File: config.mk
export PLATFORM = sky130hd
export DESIGN_NAME = alu_arbiter
export DESIGN_NICKNAME = d
export VERILOG_FILES = /design/src/rtl/alu_arbiter.sv
export SDC_FILE = /design/constraint.sdc
export NUM_CORES = 1
export LEC_CHECK = 0
export CAP_MARGIN = 40
export CELL_PAD_IN_SITES_DETAIL_PLACEMENT = 0
export CELL_PAD_IN_SITES_GLOBAL_PLACEMENT = 1
export CORE_MARGIN = 5
export CORE_UTILIZATION = 43
export CTS_CLUSTER_SIZE = 20
export DETAILED_ROUTE_END_ITERATION = 7
export PLACE_DENSITY_LB_ADDON = 0.1
export SETUP_SLACK_MARGIN = 0.5
export SLEW_MARGIN = 15
export SYNTH_ARGS = -nofsm -noshare
export SYNTH_HDL_FRONTEND = slang
export SYNTH_SLANG_ARGS = --single-unit
File: constraint.sdc
create_clock -name clk -period 7.2 [get_ports clk]
set_input_delay 0.72 -clock clk [delete_from_list [all_inputs] [get_ports clk]]
set_output_delay 0.72 -clock clk [all_outputs]
set_load 0.03 [all_outputs]
File: src/rtl/alu_arbiter.sv
// Round-robin arbiter sharing one 16-bit ALU between two requesters.
// One operation in flight: accept in IDLE, compute in EXEC, hold the result in RESP.
module alu_arbiter #(
  parameter logic RR_INIT = 1'b0
) (
  input  logic        clk,
  input  logic        rst_n,
  input  logic        req0_valid,
  output logic        req0_ready,
  input  logic [1:0]  req0_func,
  input  logic [15:0] req0_src1,
  input  logic [15:0] req0_src2,
  input  logic        req1_valid,
  output logic        req1_ready,
  input  logic [1:0]  req1_func,
  input  logic [15:0] req1_src1,
  input  logic [15:0] req1_src2,
  output logic        rsp0_valid,
  input  logic        rsp0_ready,
  output logic [15:0] rsp0_result,
  output logic        rsp1_valid,
  input  logic        rsp1_ready,
  output logic [15:0] rsp1_result,
  output logic        busy,
  output logic        owner
);

  typedef enum logic [1:0] {StIdle, StExec, StResp} state_e;

  localparam logic [1:0] FuncAdd = 2'b00;
  localparam logic [1:0] FuncSub = 2'b01;
  localparam logic [1:0] FuncMul = 2'b10;
  localparam logic [1:0] FuncSlt = 2'b11;

  state_e      state_q, state_d;
  logic        ptr_q;
  logic        owner_q;
  logic [1:0]  func_q;
  logic [15:0] src1_q, src2_q;
  logic [15:0] result_q;

  logic        grant;
  logic        take;
  logic        rsp_ack;
  logic [15:0] alu_result;

  // With both requesters valid the pointer decides; otherwise the lone valid one wins.
  assign grant = (req0_valid && req1_valid) ? ptr_q : req1_valid;
  assign take  = (state_q == StIdle) && (req0_valid || req1_valid);

  assign req0_ready = take && !grant;
  assign req1_ready = take && grant;

  assign rsp_ack = owner_q ? rsp1_ready : rsp0_ready;

  // Shared ALU; the multiply is evaluated in a 16-bit context so only the low half survives.
  always_comb begin
    alu_result = 16'h0000;
    case (func_q)
      FuncAdd: alu_result = src1_q + src2_q;
      FuncSub: alu_result = src1_q - src2_q;
      FuncMul: alu_result = src1_q * src2_q;
      FuncSlt: alu_result = {15'h0000, (src1_q < src2_q)};
      default: alu_result = 16'h0000;
    endcase
  end

  always_comb begin
    state_d = state_q;
    case (state_q)
      StIdle: if (take) state_d = StExec;
      StExec: state_d = StResp;
      StResp: if (rsp_ack) state_d = StIdle;
      default: state_d = StIdle;
    endcase
  end

  always_ff @(posedge clk or negedge rst_n) begin
    if (!rst_n) begin
      state_q  <= StIdle;
      ptr_q    <= RR_INIT;
      owner_q  <= RR_INIT;
      func_q   <= 2'b00;
      src1_q   <= 16'h0000;
      src2_q   <= 16'h0000;
      result_q <= 16'h0000;
    end else begin
      state_q <= state_d;
      if (take) begin
        owner_q <= grant;
        ptr_q   <= ~grant;
        func_q  <= grant ? req1_func : req0_func;
        src1_q  <= grant ? req1_src1 : req0_src1;
        src2_q  <= grant ? req1_src2 : req0_src2;
      end
      if (state_q == StExec) result_q <= alu_result;
    end
  end

  assign busy        = (state_q != StIdle);
  assign owner       = owner_q;
  assign rsp0_valid  = (state_q == StResp) && !owner_q;
  assign rsp1_valid  = (state_q == StResp) && owner_q;
  assign rsp0_result = rsp0_valid ? result_q : 16'h0000;
  assign rsp1_result = rsp1_valid ? result_q : 16'h0000;

endmodule

==> run_1/cell_classes.png <==
(2 px per um) Fill, decap, tap and diode cells in gray.
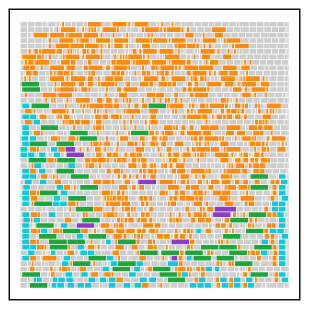
- other buffers and delay cells: cyan (cells 120; share of their area 13%)
- flops: green (cells 54; share of their area 15%)
- clock drivers and dummy loads: purple (cells 8; share of their area 2.0%)
- all other logic: orange (cells 812; share of their area 70%)
Core Region: 17900 um^2
row count: 49
Util after Layout: 51.7%
Design Area, Final: 9260 um^2

==> run_1/final_clocks.png <==
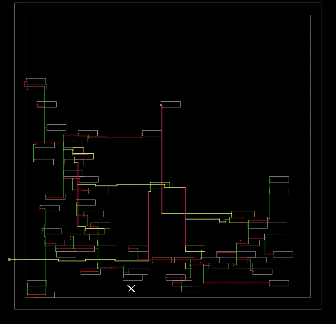
CTS sink cnt: 54

==> run_1/density.png <==
(2 px per um) The die is cut into 14 by 14 equal tiles; black is low, pale yellow is high, 0 to 100% covered.
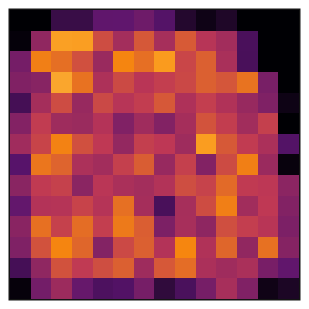
- fullest tile: 81%
- tiles over 75% full: 2.6%
- emptiest ninth of the die: upper right
- nearly empty tiles: 6.6%
- mean over tiles: 43%
fp util: 43.4%

==> impl_metrics.yaml, run 1 <==
# yosys + openroad results
synth:
  ys_sh_simple_pct: 16.2
  ys_sh_xor_pct: 5.74
  ys.flops: 54
  yosysChipArea_um2: 7780
  async_flop_share_pct: 100
  netlist_top_cells_area: "fa_1, dfrtp_1, ha_1, inv_1, and2_1"
  top_cell: "inv_1"
  topCombFamilyByArea: "adder cells"
  top_area_cell: "fa_1"
  ys_top_cells_by_count: "inv_1, nand2_1, fa_1"
  edf_count: 0
  adder_share_pct: 34.0
  ys_cells: 911
  ys_seq_share_pct: 17.4
  synthAoiAreaFrac_pct: 15.1
  synth.cell_area_um2: 7780
  yosysTopAreaCellShare_pct: 21.1
flow_run:
  cap_violations: 0
  warnings: 41
cts:
  cts_buffers: 5
  cts.htree.levels: 2
  postCtsSetupRepairBufs: 0
  postCtsHoldBufs: 0
  cts.clk_slew.worst_paths_ns: 0.08
  cts-root-buf: "clkbuf_16"
  cts_resized: 0
finish:
  num_antenna_cells: 0
  sh_comb_area_pct: 60.1
  buffers: 120
  syn_to_final_growth_pct: 19.1
  mostFrequentLayoutCells: "inv_1, clkdlybuf4s50_1, nand2_1"
  inv_count: 185
  clock_buffers: 6
  seq_share_pct: 14.6
  drive_gt1_share_pct: 3.22
  regArea_um2: 1350
  fin_nets: 1229
  final_common_cell: "inv_1"
  dominant-cell-class: "combinational gates"
  logic_area_um2: 5570
global_route:
  grt_pass1_wl_um: 36900
  grt_util_met2_pct: 37.1
  met3_usage_pct: 3.70
  grt_max_degree: 55
  track_usage_pct: 22.9
  antenna_found_initial: 0
placed_design:
  portBuffers: 111
  gp_congestion: 0.885
  postPlaceCellArea_um2: 9080
  hpwl_um: 18200
worst_setup_path:
  worstSetupPathType: "reg -> reg"
  rrSetupSlack_ns: 1.32
  worstSetupStartpoint: "src1_q[1]"
  worst_ep_arrival_time_ns: 6.07
  crit_path_end_kind: "register"
  regToRegEndpoint: "result_q[14]"
  r2r_cells: 18
  crit_fanout: 12
sta:
  rsz0062_at_grt: "no"
  drv_slew: 0
  period_needed_ns: 5.88
  finalSetupViolCount: 0
  hold_viol: 0
  setup_tns_ns: 0
drt:
  drt-total-wl_um: 22800
  firstDrtPassIters: 8
  routed_via_density: 5.25
  drt_drc_violations_left: 5
  routed-via-count: 6419
  drtAntennaViolNets: 0
  wire_per_inst_um: 18.6
floorplan:
  die_w_um: 144
  taps: 229
  io_pins: 112
worst_hold_path:
  holdPathEnd: "result_q[8]"
  whs_path_depth: 2
  min_path_type: "reg -> reg"
  min-delay-start: "result_q[8]"
outcome:
  status: "finished, violations left"
  failed_checks: "DRC"
run 1: state kept, by name, summed over array words and instances (netlist names):
signal / flops
owner: 1
state_q: 2
result_q: 16
src2_q: 16
src1_q: 16
ptr_q: 1
func_q: 2
run 1: kinds of logic (layout without fill, tap and decap cells):
family | after synthesis | in the layout
AND-OR/OR-AND | 158 | 158
adder cells (fa/ha/maj) | 162 | 162
AND/OR/NAND/NOR | 254 | 254
flip-flops | 54 | 54
XOR/XNOR | 51 | 51
buffers and inverters | 230 | 313
multiplexers | 2 | 2
run 1: critical path, cell delays in order (launching register included):
cell	delay, ns
dfrtp_1	0.69
clkinv_1	0.44
nor2_1	0.25
fa_1	0.46
fa_1	0.44
ha_1	0.20
fa_1	0.48
inv_1	0.05
fa_1	0.48
fa_1	0.49
inv_1	0.05
ha_1	0.35
nand2_1	0.08
o21ai_1	0.17
a41oi_1	0.17
a211o_1	0.30
xnor2_1	0.30
a21oi_1	0.12
o31ai_1	0.24
run 1: through the flow:
stage	hold WS, ns	utilization, %	setup slack (ns)	instances
after detailed placement	0.486	50.7	1.30	1215
after floorplan	0.424	-	2.04	911
after global placement	0.475	50.6	1.52	1212
after global routing	0.545	51.7	0.986	1223
final	0.495	51.7	1.32	1223
after CTS	0.505	51.7	1.26	1223
run 1: routing by layer:
layer | routed length, um | part of all wire (%)
met4 | 830 | 3.6
met5 | 0 | 0
met1 | 10300 | 45
met3 | 1210 | 5.3
met2 | 10500 | 46
==> inputs of run 2 (changes only) <==
--- a/config.mk
+++ b/config.mk
@@ -9,7 +9,7 @@
 export CELL_PAD_IN_SITES_DETAIL_PLACEMENT = 0
 export CELL_PAD_IN_SITES_GLOBAL_PLACEMENT = 1
 export CORE_MARGIN = 5
-export CORE_UTILIZATION = 43
+export CORE_UTILIZATION = 39
 export CTS_CLUSTER_SIZE = 20
 export DETAILED_ROUTE_END_ITERATION = 7
 export PLACE_DENSITY_LB_ADDON = 0.1
==> constraint.sdc (replaced) <==
create_clock -name clk -period 5.2 [get_ports clk]
set_input_delay 0.52 -clock clk [delete_from_list [all_inputs] [get_ports clk]]
set_output_delay 0.52 -clock clk [all_outputs]
set_load 0.03 [all_outputs]
==> run_2/zoom.png <==
Window x 63 to 88, y 63 to 88 um. Cells in gray, sequential cells in the stronger gray; small squares are vias.
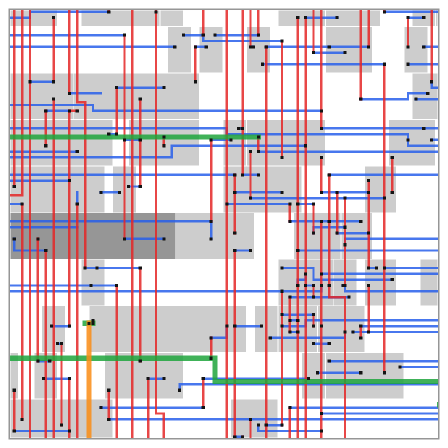
- met1: blue
- met4: orange
- met3: green
- met2: red
- sequential cells in the window: 1
- netlist names of flops here include: `src2_q` (1)
- cells with their middle in the window: 36
- most frequent: inv_1 (11), ha_1 (6), fa_1 (3)

==> run_2/final_clocks.png <==
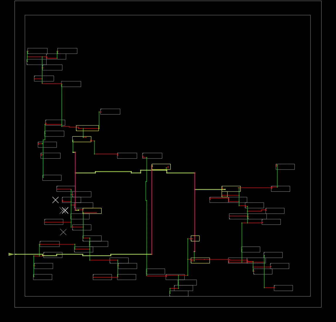
clkbuf count: 5
Num CTS Buffers: 5
maximum clock skew at final layout: 0.00341 ns

==> run_2/cell_classes.png <==
(2 px per um) Fill, decap, tap and diode cells in gray.
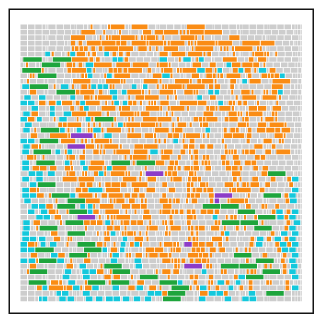
Util after Layout: 52.3%
Design Area, Final: 10200 um^2
row count: 51
Core Region: 19500 um^2

==> run 2 against run 1 <==
- the run still ends with DRC left
- cell count grew 9.0%
- flip-flop count stayed put
- clock skew down 0.0089 ns
- design area increased by 10%
- largest cell class unchanged
==> impl_metrics.yaml, run 2 <==
# yosys + openroad results
synth:
  top_cell: "inv_1"
  netlist_top_cells_area: "fa_1, dfrtp_1, ha_1, inv_1, and2_1"
  top_area_cell: "fa_1"
  edf_count: 0
  yosysTopAreaCellShare_pct: 21.1
  synth.cell_area_um2: 7780
  yosysChipArea_um2: 7780
sta:
  period_needed_ns: 5.15
  hold_viol: 0
  whs_ns: 0.342
finish:
  final_common_cell: "inv_1"
  syn_to_final_growth_pct: 31.4
  top_regs: "result_q: 16 flops, src1_q: 16 flops, src2_q: 16 flops"
  fin_nets: 1303
  instances_no_fill: 1333
  num_antenna_cells: 0
  mostFrequentLayoutCells: "inv_1, clkdlybuf4s50_1, nand2_1"
flow_run:
  cap_violations: 0
global_route:
  grt_util_met2_pct: 39.0
  track_usage_pct: 22.3
  antenna_found_initial: 0
  met3_usage_pct: 2.93
drt:
  drt-total-wl_um: 24500
  wire_per_inst_um: 18.4
  drtAntennaViolNets: 0
  firstDrtPassIters: 8
  routed-via-count: 6698
  drt_drc_violations_left: 8
floorplan:
  io_pins: 112
cts:
  cts.htree.levels: 2
  cts.clk_slew.worst_paths_ns: 0.08
  cts-root-buf: "clkbuf_16"
  postCtsHoldBufs: 0
placed_design:
  place_inst: 1306
  hpwl_um: 20300
  portBuffers: 111
worst_setup_path:
  crit_path_top_delay_cell: "fa_1"
  crit_fanout: 7
  cpMostUsedCell: "fa_1"
  rrSetupSlack_ns: 0.05
  cp_cell_sequence: "nand2_1, fa_1, fa_1, fa_1, fa_1, inv_1, fa_1, inv_1, fa_1, inv_2, ha_4, nand3_2, nand2_2, a41oi_2, nor2b_4, xnor2_2, buf_4, a22oi_2, o21ai_1"
  worst_ep_arrival_time_ns: 5.33
outcome:
  failed_checks: "DRC"
  status: "finished, violations left"
## run 2: what timing repair did
| action | 4_1_cts | 5_1_grt |
|---|---|---|
| endpoints found under the setup margin | 9 | 9 |
| buffers inserted | 9 | 9 |
| gates resized | 38 | 34 |
| pin swaps | 18 | 18 |
## run 2: cell type report
class / instances / area, um^2
multi-input combinational: 627 / 5860
fill: 1897 / 9310
inverter: 185 / 698
clock buffer: 5 / 125
tap: 265 / 332
clock inverter: 3 / 48.8
sequential: 54 / 1370
timing repair buffer: 194 / 1790
## run 2: path summary, 6_finish.rpt
kind / from / to / depth (start not counted)
hold reg to reg: result_q[5] / result_q[5] / 2
setup reg to reg: src2_q[1] / result_q[12] / 19
setup / recovery: src2_q[1] / result_q[12] / 19
min in group clk: result_q[5] / result_q[5] / 2
hold / removal: rst_n / ptr_q / 2
max in group asynchronous: rst_n / src2_q[2] / 2
## run 2: logic make-up (layout without fill, tap and decap cells)
family | Yosys count | count (layout) | synth area share (%)
muxes | 2 | 2 | 0.274
xor gates and xnor gates | 51 | 51 | 5.74
AOI/OAI and AO/OA | 158 | 158 | 15.1
adders and majority gates | 162 | 162 | 34.0
DFF | 54 | 54 | 17.4
and+or+nand+nor | 254 | 254 | 16.2
buffers and inverters | 230 | 387 | 11.3
## run 2: metrics by stage
| step | setup TNS [ns] | setup slack, ns |
|---|---|---|
| finish | 0 | 0.0476 |
| detailed placement | -0.464 | -0.177 |
| global route | -0.369 | -0.130 |
| global placement | -0.227 | -0.133 |
| floorplan | 0 | 0.272 |
| CTS | 0 | 0.0527 |
## run 2: routing by layer
metal / wire [um] / vias to the layer above
li1: - / 3248
met1: 10800 / 3225
met5: 0 / -
met4: 487 / 0
met3: 1120 / 24
met2: 12100 / 201
